### Where the registers sit

Scale bar: 20 um. Other sequential cells in the stronger grey, the rest of the logic in the fainter grey.
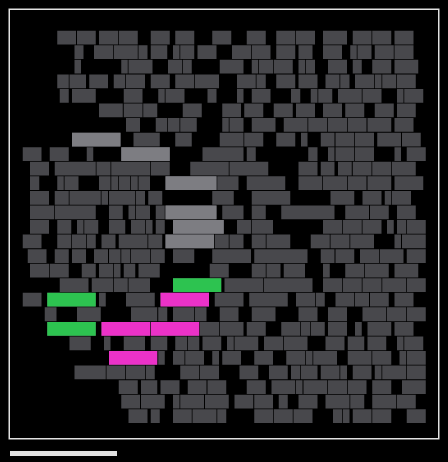
### Metal layers overlaid

Only two layers are drawn.
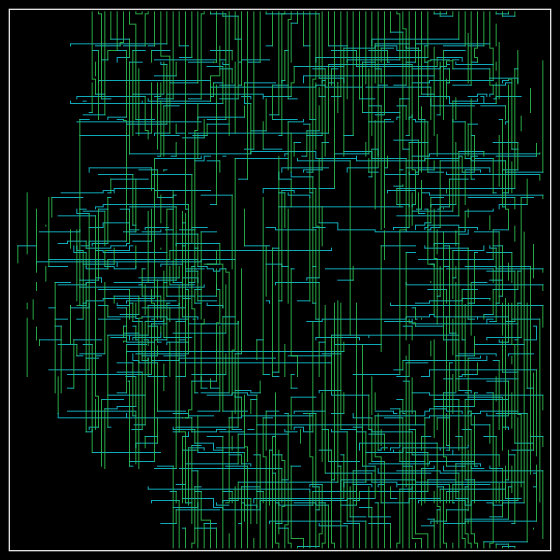
### Ports around the boundary

Pins as bars across the die edge, other pins in grey.
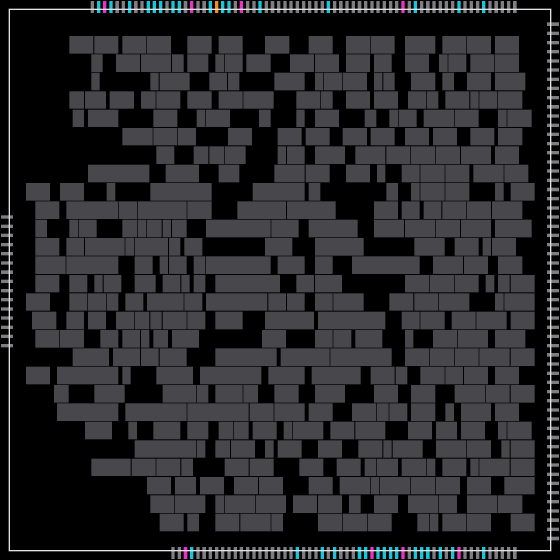
<file path="src/rtl/dma_sequencer_n.sv">
// -----------------------------------------------------------------------------
// dma_sequencer_n
//
// Funnels per-transfer req/ack/end handshakes from up to DEVNUM DMA users onto
// the single DMA controller port. It uses round-robin or fixed-priority
// selection, supports bursts of up to BURST acknowledged transfers per grant,
// and masks channels per channel with chan_en.
//
// Parameters
//   DEVNUM    : number of user channels (2..16)
//   AW / DW   : address / data width
//   BURST     : acks per grant before forced re-arbitration (>= 1)
//   PRIO_MODE : 0 = round-robin, 1 = fixed priority (lowest index wins)
//
// Ports
//   clk, rst_n            : clock, asynchronous active-low reset
//   req, rnw, chan_en     : per-channel request, direction, enable
//   addr, wd              : flattened per-channel address / write data
//   ack, done             : per-channel acknowledge / end strobes
//   rd                    : read data, broadcast to all users
//   grant, busy           : current input selection, controller ownership
//   dma_req/addr/rnw/wd   : request side of the controller port
//   dma_rd/ack/end        : response side of the controller port
// -----------------------------------------------------------------------------
module dma_sequencer_n #(
    parameter int DEVNUM    = 4,
    parameter int AW        = 22,
    parameter int DW        = 8,
    parameter int BURST     = 1,
    parameter int PRIO_MODE = 0
) (
    input  logic                 clk,
    input  logic                 rst_n,
    input  logic [DEVNUM-1:0]    req,
    input  logic [DEVNUM*AW-1:0] addr,
    input  logic [DEVNUM-1:0]    rnw,
    input  logic [DEVNUM*DW-1:0] wd,
    input  logic [DEVNUM-1:0]    chan_en,
    output logic [DEVNUM-1:0]    ack,
    output logic [DEVNUM-1:0]    done,
    output logic [DW-1:0]        rd,
    output logic [DEVNUM-1:0]    grant,
    output logic                 busy,
    output logic                 dma_req,
    output logic [AW-1:0]        dma_addr,
    output logic                 dma_rnw,
    output logic [DW-1:0]        dma_wd,
    input  logic [DW-1:0]        dma_rd,
    input  logic                 dma_ack,
    input  logic                 dma_end
);

    // Burst counter width: max(1, clog2(BURST)).
    localparam int CW = (BURST > 1) ? $clog2(BURST) : 1;
    localparam logic [CW-1:0] CNT_LAST = CW'(BURST - 1);

    // The sequencer state is a single bit: it either owns the controller or not.
    localparam logic ST_IDLE = 1'b0;
    localparam logic ST_BUSY = 1'b1;

    // ------------------------------------------------------------------------
    // State registers
    // ------------------------------------------------------------------------
    logic [DEVNUM-1:0] r_cur_in;   // current input selection (grant)
    logic [DEVNUM-1:0] r_cur_out;  // owner of the transfer last acknowledged
    logic [DEVNUM-1:0] r_last;     // round-robin pointer, one-hot
    logic              r_busy;
    logic [CW-1:0]     r_cnt;

    // ------------------------------------------------------------------------
    // Arbiter
    // ------------------------------------------------------------------------
    logic [DEVNUM-1:0] w_elig;
    logic [DEVNUM-1:0] w_upto_last;  // bits 0..last set
    logic [DEVNUM-1:0] w_elig_hi;    // eligible channels strictly above last
    logic [DEVNUM-1:0] w_pick_src;
    logic [DEVNUM-1:0] w_arb;

    assign w_elig = req & chan_en;

    // When last is the top bit the shift overflows to zero and the subtraction
    // wraps to all ones, so nothing counts as "above last" and the scan wraps.
    assign w_upto_last = (r_last << 1) - DEVNUM'(1);
    assign w_elig_hi   = w_elig & ~w_upto_last;

    // Round-robin: prefer the channels above last; otherwise wrap to the lowest
    // eligible one, which is last itself only when it is the sole requester.
    assign w_pick_src = (PRIO_MODE != 0) ? w_elig
                      : ((|w_elig_hi) ? w_elig_hi : w_elig);

    // Isolate the lowest set bit; zero in gives zero out.
    assign w_arb = w_pick_src & (~w_pick_src + DEVNUM'(1));

    // ------------------------------------------------------------------------
    // Input mux (AND-OR select by r_cur_in, all zero when nothing selected)
    // ------------------------------------------------------------------------
    logic [AW-1:0][DEVNUM-1:0] w_addr_col;
    logic [DW-1:0][DEVNUM-1:0] w_wd_col;

    for (genvar b = 0; b < AW; b++) begin : g_addr_bit
        for (genvar i = 0; i < DEVNUM; i++) begin : g_addr_ch
            assign w_addr_col[b][i] = addr[i*AW + b] & r_cur_in[i];
        end
        assign dma_addr[b] = |w_addr_col[b];
    end

    for (genvar b = 0; b < DW; b++) begin : g_wd_bit
        for (genvar i = 0; i < DEVNUM; i++) begin : g_wd_ch
            assign w_wd_col[b][i] = wd[i*DW + b] & r_cur_in[i];
        end
        assign dma_wd[b] = |w_wd_col[b];
    end

    // With no selection the controller sees a harmless read.
    assign dma_rnw = ~(|r_cur_in) | (|(r_cur_in & rnw));
    assign dma_req = |(r_cur_in & req);

    // ------------------------------------------------------------------------
    // Demux and status
    // ------------------------------------------------------------------------
    // done follows r_cur_out, so a dma_end coinciding with dma_ack belongs to
    // the previous transfer's owner.
    assign ack   = r_cur_in  & {DEVNUM{dma_ack}};
    assign done  = r_cur_out & {DEVNUM{dma_end}};
    assign rd    = dma_rd;
    assign grant = r_cur_in;
    assign busy  = r_busy;

    logic w_cur_en;
    logic w_rearb;

    always_comb begin
        // NOTE: every combinational output gets a default before any branch so
        // no path leaves it unassigned and no latch is inferred.
        w_cur_en = |(r_cur_in & chan_en);
        w_rearb  = 1'b0;
        if ((r_cnt == CNT_LAST) || !w_cur_en) begin
            w_rearb = 1'b1;
        end
    end

    // ------------------------------------------------------------------------
    // Sequencer
    // ------------------------------------------------------------------------
    // NOTE: all state, including the round-robin pointer, is cleared by the
    // asynchronous reset so ack/done drop the moment rst_n falls.
    always_ff @(posedge clk or negedge rst_n) begin
        if (!rst_n) begin
            r_cur_in  <= '0;
            r_cur_out <= '0;
            r_last    <= {1'b1, {(DEVNUM-1){1'b0}}};
            r_busy    <= ST_IDLE;
            r_cnt     <= '0;
        end else if (r_busy == ST_IDLE) begin
            // NOTE: non-blocking assignments keep every register update in this
            // block based on the pre-edge values.
            r_cur_in <= w_arb;
            r_busy   <= (|w_elig) ? ST_BUSY : ST_IDLE;
            r_cnt    <= '0;
            if (|w_elig) begin
                r_last <= w_arb;
            end
        end else begin
            r_busy <= dma_req ? ST_BUSY : ST_IDLE;
            if (dma_ack) begin
                r_cur_out <= r_cur_in;
                if (w_rearb) begin
                    r_cur_in <= w_arb;
                    r_cnt    <= '0;
                    if (|w_arb) begin
                        r_last <= w_arb;
                    end
                end else begin
                    r_cnt <= r_cnt + CW'(1);
                end
            end
            // The granted user let go: leave with a fresh burst count.
            if (!dma_req) begin
                r_cnt <= '0;
            end
        end
    end

endmodule

</file>
<file path="config.mk">
export PLATFORM = sky130hd
export DESIGN_NAME = dma_sequencer_n
export DESIGN_NICKNAME = d
export VERILOG_FILES = /design/src/rtl/dma_sequencer_n.sv
export SDC_FILE = /design/constraint.sdc
export NUM_CORES = 1
export LEC_CHECK = 0
export ABC_AREA = 0
export CAP_MARGIN = 20
export CORE_MARGIN = 2
export CORE_UTILIZATION = 26
export CTS_BUF_LIST = sky130_fd_sc_hd__clkbuf_4 sky130_fd_sc_hd__clkbuf_8 sky130_fd_sc_hd__clkbuf_16
export DETAILED_ROUTE_END_ITERATION = 10
export PLACE_DENSITY = 0.92
export SYNTH_ARGS = -nofsm -noshare
export SYNTH_HDL_FRONTEND = slang
export SYNTH_SLANG_ARGS = --single-unit
</file>
<file path="constraint.sdc">
create_clock -name clk -period 1.7 [get_ports clk]
set_input_delay 0.255 -clock clk [delete_from_list [all_inputs] [get_ports clk]]
set_output_delay 0.255 -clock clk [all_outputs]
set_load 0.005 [all_outputs]
</file>
==> job_summary.md <==
### Flow metrics

| Metric | Value |
|---|---|
| Worst reg2reg path depth | 6 |
| Logic pwr share | roughly four fifths |
| Top Usage Layer GRT | met2 |
| Fraction of registers with async set/reset | 100% |
| Drt drc | 0 |
| Grt met1 use | ~27% |
| Peak supply drop | around 0.00055 V |
| Initial antenna violation count | 0 |
| Comb pwr | around 2.9 mW |
| Clock sink count | 13 |
| Critical path class | reg2out |
| Largest net degree at the start of global routing | 22 |
| FA/HA/MAJ Cells, Area Fraction | less than 1% |
| Top logic family | AND-OR/OR-AND gates |
| Ant diodes | 0 |
| Clock skew | between 0.0015 and 0.002 ns |
| Fmax | roughly 0.58 GHz |
| Post-synth top flop | dfrtp_1 |
| CP Buf/Inv Count | 3 |
| Post-CTS Hold Fix Bufs | 0 |
| Layout Cells excl Fill | around 460 |
| Final setup margin | -0.0220 ns |
| Total gr overflow | 0 |
| Synthesized flop and latch total | 13 |
| Share of layout cells above drive strength 1 | 32.6% |
| First-pass GRT wire length | between 10000 and 15000 um |
| Status | finished with violations |
| Switching Share | 39.3% |
| Worst-Skew Late Latency | approximately 0.25 ns |
| Count leader, synth | a22oi_1 |
| Hold Crit Class | in2async |
| Cell type taking the most area | buffers |
| Cell taking the most area after synthesis | a22oi_1 |
| GPL Wtd Cong | 0.789 |
| P&R area growth vs syn | 160% |
| CTS Root Cell | clkbuf_8 |
| FF+latch count | 13 |
| Synth cell types | 33 |
| Biggest area cells | a22oi_1, dfrtp_1, nand2_1 |
| Post_cts resized | 103 |
| Max Cap Viol | 0 |
| Placed inst area | between 3000 and 4000 um^2 |
| Reg power frac | about 14% |
| Met2 Wirelength | 4820 um |
| Failing checks | negative setup slack |
| Period Utilization, post-route | 101% |
| Critical Path Max Stage Delay | 0.43 ns |
| CP Depth | 5 |
| R2R Setup Slk | 0.04 ns |
| Io pins | ~200 |
| Top layer in use | met4 |
| Vias in the first global route | approximately 2500 |
| CTS Buf Count | 3 |
| Power per cell area | about 940 nW/um^2 |
| Critical path launch point type | flip-flop |
| Dpl hpwl | 5930 um |
| Placed insts | 436 |
| Combinational gate area | about 1300 um^2 |
| Hold slack | 0.377 ns |
| Final setup vio count | 2 |
| Yosys chip area | between 1500 and 2000 um^2 |
| Chip area | around 6400 um^2 |
| Most used logic cell in the final layout | clkdlybuf4s50_1 |
| Stage-log warning count | 28 |
| Seq share, synth | around 22% |
| Post-synthesis mux area share | just over 6% |
| Placeable Area | approximately 5500 um^2 |
| Taps Inserted | slightly above 70 |
| CLK BUF | 3 |
| Clock-cell share | under 10% |
| Pleak | 1.68 nW |
| WL met1 | 3090 um |
| Data arrival, critical path | 1.47 ns |
| And+or+nand+nor area frac | 16.0% |
| Min Tclk post-route | 1.72 ns |
| Unrepaired setup endpoints after global routing | yes |
| Multi-input gates | 146 |
| Sw Pwr | around 1.4 mW |
| WP data required | 1.44 ns |
| Drt pass-1 iters | 6 |
| Dominant logic cell types in the final layout | clkdlybuf4s50_1, a22oi_2, nand2_1 |
## Picture notes: 'Where the registers sit'
[green] r_last | sequential cells: 3
[magenta] r_cur_out | sequential cells: 4
Reg area: 329 um^2
sequential cell area share: 8.44%
seq pwr: 0.515 mW
Util after Layout: 70.4%

## Picture notes: 'Metal layers overlaid'
[green] metal 2 | wire length: 4820 um
[cyan] metal 1 | wire length: 3090 um
final wirelength: 8710 um
All-Layer GR Usage: 24.9%
DR vias: 2341
wire length per cell: 19.1 um

## Picture notes: 'Ports around the boundary'
[magenta] dma_wd | pins: 8 | direction: output | edge: 4 north, 4 south
[orange] dma_ack | pins: 1 | direction: input | edge: north
[cyan] wd | pins: 32 | direction: input | edge: 16 north, 16 south
all pins by edge: 69 north, 57 east, 56 south, 15 west
Port Buffers: 180
Die X: 80.0 um
Die Ht: 80.0 um

Power is estimated from default activity; no workload was simulated.
